Fig. 1: cells coloured by class
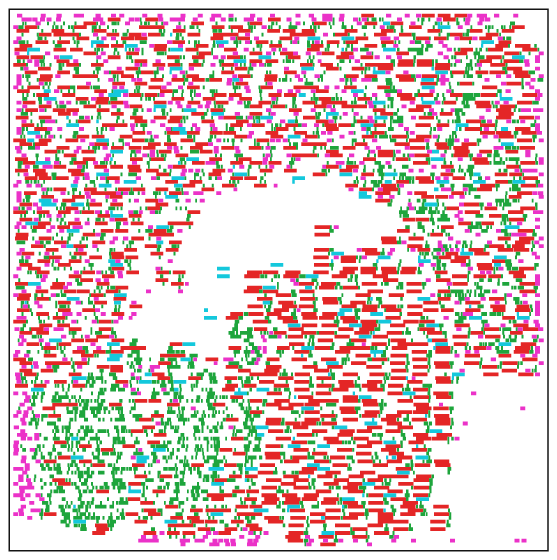
Fig. 2: routing congestion map
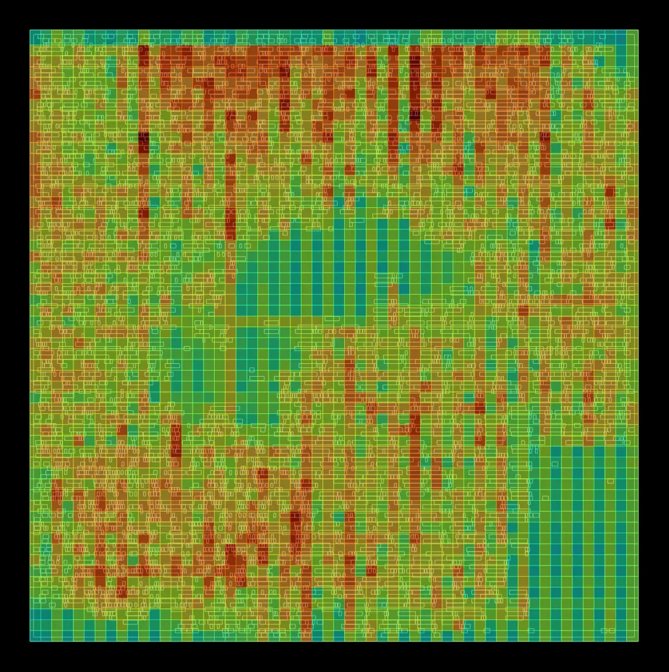
Fig. 3: wire density map
Scale bar: 100 µm. The die is cut into 39 by 39 equal tiles; dark blue is low, red is high, scaled to the fullest tile. Values are wire area over tile area, all layers added.
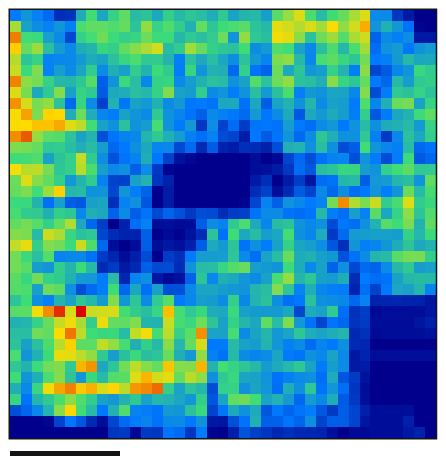
[src/rtl/keccak_nonce_dispatcher_if.sv]
// Job, hasher and result signals of keccak_nonce_dispatcher, grouped as one bundle.
// The abort input is present only when KECCAK_DISPATCH_ABORT_EN is defined.
interface keccak_nonce_dispatcher_if #(
    parameter int HDR_WIDTH   = 224,
    parameter int NONCE_WIDTH = 32
);
    logic                             job_valid;
    logic                             job_ready;
    logic [HDR_WIDTH-1:0]             job_header;
    logic [NONCE_WIDTH-1:0]           job_nonce_start;
    logic [NONCE_WIDTH-1:0]           job_nonce_count;
    logic [63:0]                      job_target;
    logic [HDR_WIDTH+NONCE_WIDTH-1:0] hash_in;
    logic                             hash_read;
    logic [255:0]                     hash_out;
    logic                             hash_write;
    logic                             found_valid;
    logic                             found_ready;
    logic [NONCE_WIDTH-1:0]           found_nonce;
    logic [63:0]                      found_hash_hi;
    logic                             busy;
    logic                             done;
    logic [7:0]                       drop_count;
`ifdef KECCAK_DISPATCH_ABORT_EN
    logic                             abort;
`endif

    modport slave (
        input  job_valid, job_header, job_nonce_start, job_nonce_count, job_target,
        output job_ready,
        output hash_in, hash_read,
        input  hash_out, hash_write,
        output found_valid, found_nonce, found_hash_hi,
        input  found_ready,
        output busy, done, drop_count
`ifdef KECCAK_DISPATCH_ABORT_EN
        , input abort
`endif
    );

    modport master (
        output job_valid, job_header, job_nonce_start, job_nonce_count, job_target,
        input  job_ready,
        input  hash_in, hash_read,
        output hash_out, hash_write,
        input  found_valid, found_nonce, found_hash_hi,
        output found_ready,
        input  busy, done, drop_count
`ifdef KECCAK_DISPATCH_ABORT_EN
        , output abort
`endif
    );
endinterface

[src/rtl/keccak_nonce_dispatcher.sv]
// Feeds nonces to a pipelined Keccak-f[800] hasher, pairs returned digests with their nonces
// and reports hits below the target. Define KECCAK_DISPATCH_ABORT_EN to add the abort input.
module keccak_nonce_dispatcher #(
    parameter int THROUGHPUT  = 10,
    parameter int HDR_WIDTH   = 224,
    parameter int NONCE_WIDTH = 32,
    parameter int TAG_DEPTH   = 8
) (
    input logic clk,
    input logic rst,
    keccak_nonce_dispatcher_if.slave bus
);
    localparam int SLOT_W = (THROUGHPUT > 1) ? $clog2(THROUGHPUT) : 1;
    localparam int TAG_AW = $clog2(TAG_DEPTH);
    localparam logic [SLOT_W-1:0] SLOT_LAST = SLOT_W'(THROUGHPUT - 1);
    localparam logic [TAG_AW:0]   TAG_FULL  = (TAG_AW + 1)'(TAG_DEPTH);

    typedef enum logic [1:0] {IDLE, RUN, DRAIN} state_t;

    state_t                           state_reg;
    logic [SLOT_W-1:0]                slot_reg;
    logic [HDR_WIDTH-1:0]             header_reg;
    logic [NONCE_WIDTH-1:0]           nonce_reg;
    logic [NONCE_WIDTH-1:0]           remaining_reg;
    logic [63:0]                      target_reg;
    logic [HDR_WIDTH+NONCE_WIDTH-1:0] hash_in_reg;
    logic                             hash_read_reg;
    logic                             job_ready_reg;
    logic                             done_reg;
    logic [7:0]                       drop_reg;
    logic [TAG_AW:0]                  tag_wr_reg, tag_rd_reg;
    logic [1:0]                       found_wr_reg, found_rd_reg;

    logic [NONCE_WIDTH-1:0] tag_mem [TAG_DEPTH];
    logic [NONCE_WIDTH-1:0] found_nonce_mem [2];
    logic [63:0]            found_hi_mem [2];

    logic abort_in;
`ifdef KECCAK_DISPATCH_ABORT_EN
    assign abort_in = bus.abort;
`else
    assign abort_in = 1'b0;
`endif

    logic unused_hash_lo;
    assign unused_hash_lo = ^bus.hash_out[191:0];

    logic                   accept, slot_edge, issue, tag_empty, tag_full, tag_pop;
    logic                   hit, found_pop, found_full, found_push, drop_evt, found_valid;
    logic [NONCE_WIDTH-1:0] nonce_base, rem_base, pop_nonce;
    logic [HDR_WIDTH-1:0]   hdr_base;
    logic [TAG_AW:0]        tag_count;
    logic [1:0]             found_count;

    assign accept     = (state_reg == IDLE) && bus.job_valid && job_ready_reg;
    assign slot_edge  = (slot_reg == SLOT_LAST);
    assign nonce_base = accept ? bus.job_nonce_start : nonce_reg;
    assign rem_base   = accept ? bus.job_nonce_count : remaining_reg;
    assign hdr_base   = accept ? bus.job_header : header_reg;
    assign tag_count  = tag_wr_reg - tag_rd_reg;
    assign tag_empty  = (tag_count == '0);
    assign tag_full   = (tag_count == TAG_FULL);
    // The first slot of a job is taken on the accepting edge itself so the read lands one cycle later.
    assign issue = !tag_full &&
                   ((accept && bus.job_nonce_count != '0) ||
                    (state_reg == RUN && slot_edge && !abort_in));

    assign tag_pop     = bus.hash_write && !tag_empty;
    assign pop_nonce   = tag_mem[tag_rd_reg[TAG_AW-1:0]];
    assign hit         = tag_pop && (bus.hash_out[255:192] <= target_reg);
    assign found_count = found_wr_reg - found_rd_reg;
    assign found_valid = (found_count != 2'd0);
    assign found_pop   = found_valid && bus.found_ready;
    assign found_full  = (found_count == 2'd2);
    assign found_push  = hit && (!found_full || found_pop);
    assign drop_evt    = (bus.hash_write && tag_empty) || (hit && !found_push);

    always_ff @(posedge clk) begin
        if (issue)
            tag_mem[tag_wr_reg[TAG_AW-1:0]] <= nonce_base;
        if (found_push) begin
            found_nonce_mem[found_wr_reg[0]] <= pop_nonce;
            found_hi_mem[found_wr_reg[0]]    <= bus.hash_out[255:192];
        end
    end

    always_ff @(posedge clk or posedge rst) begin
        if (rst) begin
            state_reg     <= IDLE;
            slot_reg      <= '0;
            header_reg    <= '0;
            nonce_reg     <= '0;
            remaining_reg <= '0;
            target_reg    <= '0;
            hash_in_reg   <= '0;
            hash_read_reg <= 1'b0;
            job_ready_reg <= 1'b0;
            done_reg      <= 1'b0;
            drop_reg      <= '0;
            tag_wr_reg    <= '0;
            tag_rd_reg    <= '0;
            found_wr_reg  <= '0;
            found_rd_reg  <= '0;
        end else begin
            done_reg      <= 1'b0;
            hash_read_reg <= issue;
            if (issue) begin
                hash_in_reg <= {nonce_base, hdr_base};
                tag_wr_reg  <= tag_wr_reg + 1'b1;
            end
            if (tag_pop)
                tag_rd_reg <= tag_rd_reg + 1'b1;
            if (found_push)
                found_wr_reg <= found_wr_reg + 1'b1;
            if (found_pop)
                found_rd_reg <= found_rd_reg + 1'b1;
            if (drop_evt && drop_reg != 8'hFF)
                drop_reg <= drop_reg + 8'd1;

            case (state_reg)
                IDLE: begin
                    job_ready_reg <= 1'b1;
                    if (accept) begin
                        header_reg    <= bus.job_header;
                        target_reg    <= bus.job_target;
                        slot_reg      <= '0;
                        nonce_reg     <= issue ? nonce_base + NONCE_WIDTH'(1) : nonce_base;
                        remaining_reg <= issue ? rem_base - NONCE_WIDTH'(1) : rem_base;
                        if (bus.job_nonce_count == '0) begin
                            done_reg <= 1'b1;
                        end else begin
                            job_ready_reg <= 1'b0;
                            state_reg     <= (issue && rem_base == NONCE_WIDTH'(1)) ? DRAIN : RUN;
                        end
                    end
                end
                RUN: begin
                    slot_reg <= slot_edge ? '0 : slot_reg + 1'b1;
                    if (abort_in) begin
                        remaining_reg <= '0;
                        state_reg     <= DRAIN;
                    end else if (issue) begin
                        nonce_reg     <= nonce_reg + NONCE_WIDTH'(1);
                        remaining_reg <= remaining_reg - NONCE_WIDTH'(1);
                        if (remaining_reg == NONCE_WIDTH'(1))
                            state_reg <= DRAIN;
                    end
                end
                DRAIN: begin
                    if (tag_empty && !bus.hash_write) begin
                        state_reg     <= IDLE;
                        done_reg      <= 1'b1;
                        job_ready_reg <= 1'b1;
                    end
                end
                default: state_reg <= IDLE;
            endcase
        end
    end

    assign bus.job_ready     = job_ready_reg;
    assign bus.hash_in       = hash_in_reg;
    assign bus.hash_read     = hash_read_reg;
    assign bus.found_valid   = found_valid;
    assign bus.found_nonce   = found_valid ? found_nonce_mem[found_rd_reg[0]] : '0;
    assign bus.found_hash_hi = found_valid ? found_hi_mem[found_rd_reg[0]] : '0;
    assign bus.busy          = (state_reg != IDLE);
    assign bus.done          = done_reg;
    assign bus.drop_count    = drop_reg;
endmodule

[src/flat_wrapper.sv]
// flat-port wrapper written by rule: the top's interface ports become plain ports
module keccak_nonce_dispatcher_flat 
#(
    parameter int THROUGHPUT  = 10,
    parameter int HDR_WIDTH   = 224,
    parameter int NONCE_WIDTH = 32,
    parameter int TAG_DEPTH   = 8
)
  (clk, rst, bus_job_valid, bus_job_header, bus_job_nonce_start, bus_job_nonce_count, bus_job_target, bus_job_ready, bus_hash_in, bus_hash_read, bus_hash_out, bus_hash_write, bus_found_valid, bus_found_nonce, bus_found_hash_hi, bus_found_ready, bus_busy, bus_done, bus_drop_count);
  keccak_nonce_dispatcher_if #(.HDR_WIDTH(HDR_WIDTH), .NONCE_WIDTH(NONCE_WIDTH)) bus_i ();
  input logic clk;
  input logic rst;
  input wire logic [$bits(bus_i.job_valid)-1:0] bus_job_valid;
  input wire logic [$bits(bus_i.job_header)-1:0] bus_job_header;
  input wire logic [$bits(bus_i.job_nonce_start)-1:0] bus_job_nonce_start;
  input wire logic [$bits(bus_i.job_nonce_count)-1:0] bus_job_nonce_count;
  input wire logic [$bits(bus_i.job_target)-1:0] bus_job_target;
  output wire logic [$bits(bus_i.job_ready)-1:0] bus_job_ready;
  output wire logic [$bits(bus_i.hash_in)-1:0] bus_hash_in;
  output wire logic [$bits(bus_i.hash_read)-1:0] bus_hash_read;
  input wire logic [$bits(bus_i.hash_out)-1:0] bus_hash_out;
  input wire logic [$bits(bus_i.hash_write)-1:0] bus_hash_write;
  output wire logic [$bits(bus_i.found_valid)-1:0] bus_found_valid;
  output wire logic [$bits(bus_i.found_nonce)-1:0] bus_found_nonce;
  output wire logic [$bits(bus_i.found_hash_hi)-1:0] bus_found_hash_hi;
  input wire logic [$bits(bus_i.found_ready)-1:0] bus_found_ready;
  output wire logic [$bits(bus_i.busy)-1:0] bus_busy;
  output wire logic [$bits(bus_i.done)-1:0] bus_done;
  output wire logic [$bits(bus_i.drop_count)-1:0] bus_drop_count;
  assign bus_i.job_valid = bus_job_valid;
  assign bus_i.job_header = bus_job_header;
  assign bus_i.job_nonce_start = bus_job_nonce_start;
  assign bus_i.job_nonce_count = bus_job_nonce_count;
  assign bus_i.job_target = bus_job_target;
  assign bus_job_ready = bus_i.job_ready;
  assign bus_hash_in = bus_i.hash_in;
  assign bus_hash_read = bus_i.hash_read;
  assign bus_i.hash_out = bus_hash_out;
  assign bus_i.hash_write = bus_hash_write;
  assign bus_found_valid = bus_i.found_valid;
  assign bus_found_nonce = bus_i.found_nonce;
  assign bus_found_hash_hi = bus_i.found_hash_hi;
  assign bus_i.found_ready = bus_found_ready;
  assign bus_busy = bus_i.busy;
  assign bus_done = bus_i.done;
  assign bus_drop_count = bus_i.drop_count;
  keccak_nonce_dispatcher #(.THROUGHPUT(THROUGHPUT), .HDR_WIDTH(HDR_WIDTH), .NONCE_WIDTH(NONCE_WIDTH), .TAG_DEPTH(TAG_DEPTH)) u_core (.clk(clk), .rst(rst), .bus(bus_i));
endmodule
[config.mk]
export PLATFORM = sky130hd
export DESIGN_NAME = keccak_nonce_dispatcher_flat
export DESIGN_NICKNAME = d
export VERILOG_FILES = /design/src/rtl/keccak_nonce_dispatcher_if.sv /design/src/rtl/keccak_nonce_dispatcher.sv /design/src/flat_wrapper.sv
export SDC_FILE = /design/constraint.sdc
export NUM_CORES = 2
export LEC_CHECK = 0
export ABC_AREA = 1
export CORE_AREA = 2 2 385 387
export DETAILED_ROUTE_END_ITERATION = 7
export DIE_AREA = 0 0 387 389
export GPL_ROUTABILITY_DRIVEN = 0
export PLACE_DENSITY_LB_ADDON = 0.1
export SYNTH_ARGS = -nofsm -noshare
export SYNTH_HDL_FRONTEND = slang
export SYNTH_SLANG_ARGS = --single-unit
[constraint.sdc]
create_clock -name clk -period 23.9 [get_ports clk]
set_input_delay 3.585 -clock clk [delete_from_list [all_inputs] [get_ports clk]]
set_output_delay 3.585 -clock clk [all_outputs]
set_load 0.005 [all_outputs]
==> impl_metrics.env <==
# source this file to load flow results
export IMPL_status="finished, final reports clean"
export IMPL_grt_pass1_vias=34890
export IMPL_cellPowerDensity_nw_per_um2=144.5
export IMPL_finalHoldViolations=0
export IMPL_warnings=236
export IMPL_die_x_um=387
export IMPL_xor_share=0.01210
export IMPL_cp_cell_sequence="xnor2_1 > nand2_1 > clkinv_2 > buf_4 > a21oi_1 > clkdlybuf4s50_1"
export IMPL_cts_resized=0
export IMPL_mux_area_frac=0
export IMPL_slowest_stage="dfrtp_4"
export IMPL_setup_viol=0
export IMPL_cp_top_family="buffers and inverters"
export IMPL_ys_sh_adder=0.02106
export IMPL_final_nets=6202
export IMPL_slew_headroom=0.2340
export IMPL_die_area_um2=150500
export IMPL_simple_gate_area_frac=0.1941
export IMPL_top_area_frac=0.3440
export IMPL_worstPathArrival_ns=4.10
export IMPL_cts_setup_buffers=0
export IMPL_antenna_found_initial=49
export IMPL_cp_num_buf_inv=3
export IMPL_reg2reg_depth=15
export IMPL_viasPerCell=4.766
export IMPL_fin_crit_ns=7.688
export IMPL_worstReg2RegStart="u_core.bus.job_ready$_DFFE_PP0P_"
export IMPL_dp_cells=7308
export IMPL_cp_end_kind="output pin"
export IMPL_pre_cts_ws_ns=15.45
export IMPL_avgSynthCellArea_um2=9.691
export IMPL_fp_dieH_um=389
export IMPL_grt_pass1_wl_um=233600
export IMPL_fillers=14570
export IMPL_p_leak_nw=25.06
export IMPL_cts_buffers=131
export IMPL_lay_top_cells="nand2_1 (1449), clkdlybuf4s50_1 (785), nor2_1 (644)"
export IMPL_clkLatencyLatePin_ns=0.77
export IMPL_yosys_warnings=0
export IMPL_dr_pass1_iters=7
export IMPL_cts_root_buffer="clkbuf_16"
export IMPL_path_clk_slew_ns=0.06
export IMPL_min_from="u_core.header_reg[178]$_DFFE_PP0N_"
export IMPL_crit_path_start="u_core.found_rd_reg[0]$_DFFE_PP0P_"
export IMPL_reg2reg_slack_ns=18.99
export IMPL_max_stage_delay_ns=0.86
export IMPL_path_max_fanout=52
export IMPL_htreeDepth=4
export IMPL_holdPathStages=2
export IMPL_instances_no_fill=7562
export IMPL_yosysTopAreaCell="dfrtp_1"
export IMPL_synthesis_instances=4782
export IMPL_p_total_mw=8.708
export IMPL_fp_utilization=0.3161
export IMPL_ys_sh_aoi=0.09606
export IMPL_cts_tree="yes"
export IMPL_cts_hold_buf=0
export IMPL_drv_slew=0
export IMPL_fin_crit_sh=0.3217
export IMPL_vdd_drop_max_uv=117.4
export IMPL_grt_max_degree=208
export IMPL_worst_slew_pin_slew_ns=1.149
Notes on Fig. 1 above:
Key: red = flip-flops [cells 1085, share of their area 51%]; magenta = other buffers and delay cells [cells 833, share of their area 14%]; cyan = clock drivers and dummy loads [cells 236, share of their area 7.3%]; green = all other logic [cells 3460, share of their area 28%]
Core Util, Final: 0.4111
Seq area share: 0.4878
Core Area: 146600 µm²
Cell Rows: 141

Notes on Fig. 2 above:
met1 usage: 0.2650
GRT met3 Usage: 0.06738
gr busiest metal: met2
Avg WL per Cell: 21.16 µm

Notes on Fig. 3 above:
The emptiest ninth of the die: bottom right. The fullest tile reaches 0.51. 6.7% of the tiles are nearly empty. The mean over all tiles is 0.17. 20% of the tiles are over half the peak.
via count: 36040
Routed WL: 160000 µm
All-Layer GR Usage: 0.2079

## worst max-delay path by stage
stage / to / slack (ns) / cells after the start
6_report: bus_found_nonce[28] / 16.21 / 6
5_1_grt: bus_found_nonce[30] / 15.92 / 6
4_1_cts: bus_found_nonce[24] / 15.95 / 6
3_5_place_dp: u_core.nonce_reg[27]$_DFFE_PP0P_ / 15.45 / 16
3_3_place_gp: u_core.nonce_reg[27]$_DFFE_PP0P_ / 15.40 / 16
2_1_floorplan: u_core.bus.done$_DFF_PP0_ / 2.47 / 1
## final cells by class
class                      count  area, µm²  share of cell area
antenna                       18      45.04           0.0007473
clock buffer                 197       3905             0.06479
clock inverter                39      302.8            0.005023
inverter                     234      889.6             0.01476
multi-input combinational   3226      15070              0.2501
sequential                  1085      29400              0.4878
tap                         1930       2415             0.04006
timing repair buffer         833       8243              0.1368
## cells in the mapped netlist, drive strengths merged
cell       n
a21o       3
nand4     25
nand3b     7
a32o       1
edfxtp   448
inv      231
o21bai     3
nand3     89
o211ai     1
nor2     669
o22ai     34
o21a       2
a21oi    183
nor4       6
nand2   1468
nor3      19
a22oi      6
ha        78
and2       1
or2        3
buf      108
clkinv     3
xnor2     12
dfrtp    637
a31oi    272
xor2      52
o21ai    290
clkbuf   129
nor2b      1
o211a      1
## kinds of logic (layout without fill, tap and decap cells)
group / count (synthesis) / in the layout
AND/OR/NAND/NOR: 2288 / 2288
buffers and inverters: 471 / 1303
AND-OR/OR-AND: 796 / 796
flip-flops: 1085 / 1085
XOR/XNOR: 64 / 64
adder cells (fa/ha/maj): 78 / 78
other: 0 / 18
## through the flow
stage | cell area (µm²) | hold slack [ns]
2_1_floorplan | 46340 | 0.4435
3_3_place_gp | 56020 | 0.4560
3_5_place_dp | 56020 | 0.4597
4_1_cts | 60230 | 0.4740
5_1_grt | 60260 | 0.4841
6_report | 60280 | 0.4706
## routing by layer
metal  track usage  vias to the layer above  part of all wire
met4       0.06474                       36             0.024
li1              -                    17420                 -
met3       0.06738                      236             0.080
met2        0.3350                     1008              0.47
met1        0.2650                    17340              0.43
met5             0                        -            0.0014
## where the power goes
| part | leakage [nW] | total (mW) | internal (mW) | switching (mW) |
|---|---|---|---|---|
| registers | 11.7 | 3.07 | 2.75 | 0.318 |
| logic | 11.3 | 3.69 | 1.42 | 2.27 |
| clock network | 2.06 | 1.95 | 1.14 | 0.807 |
| total | 25.1 | 8.71 | 5.31 | 3.40 |
## worst reg2reg max path, delay by kind of cell (launching register included)
kind,cells,cell delay (ns)
buffers and inverters,4,2.34
AND-OR/OR-AND,1,0.10
XOR/XNOR,1,0.15
flip-flops,1,0.51
AND/OR/NAND/NOR,9,1.64
Power is estimated from default activity; no workload was simulated.
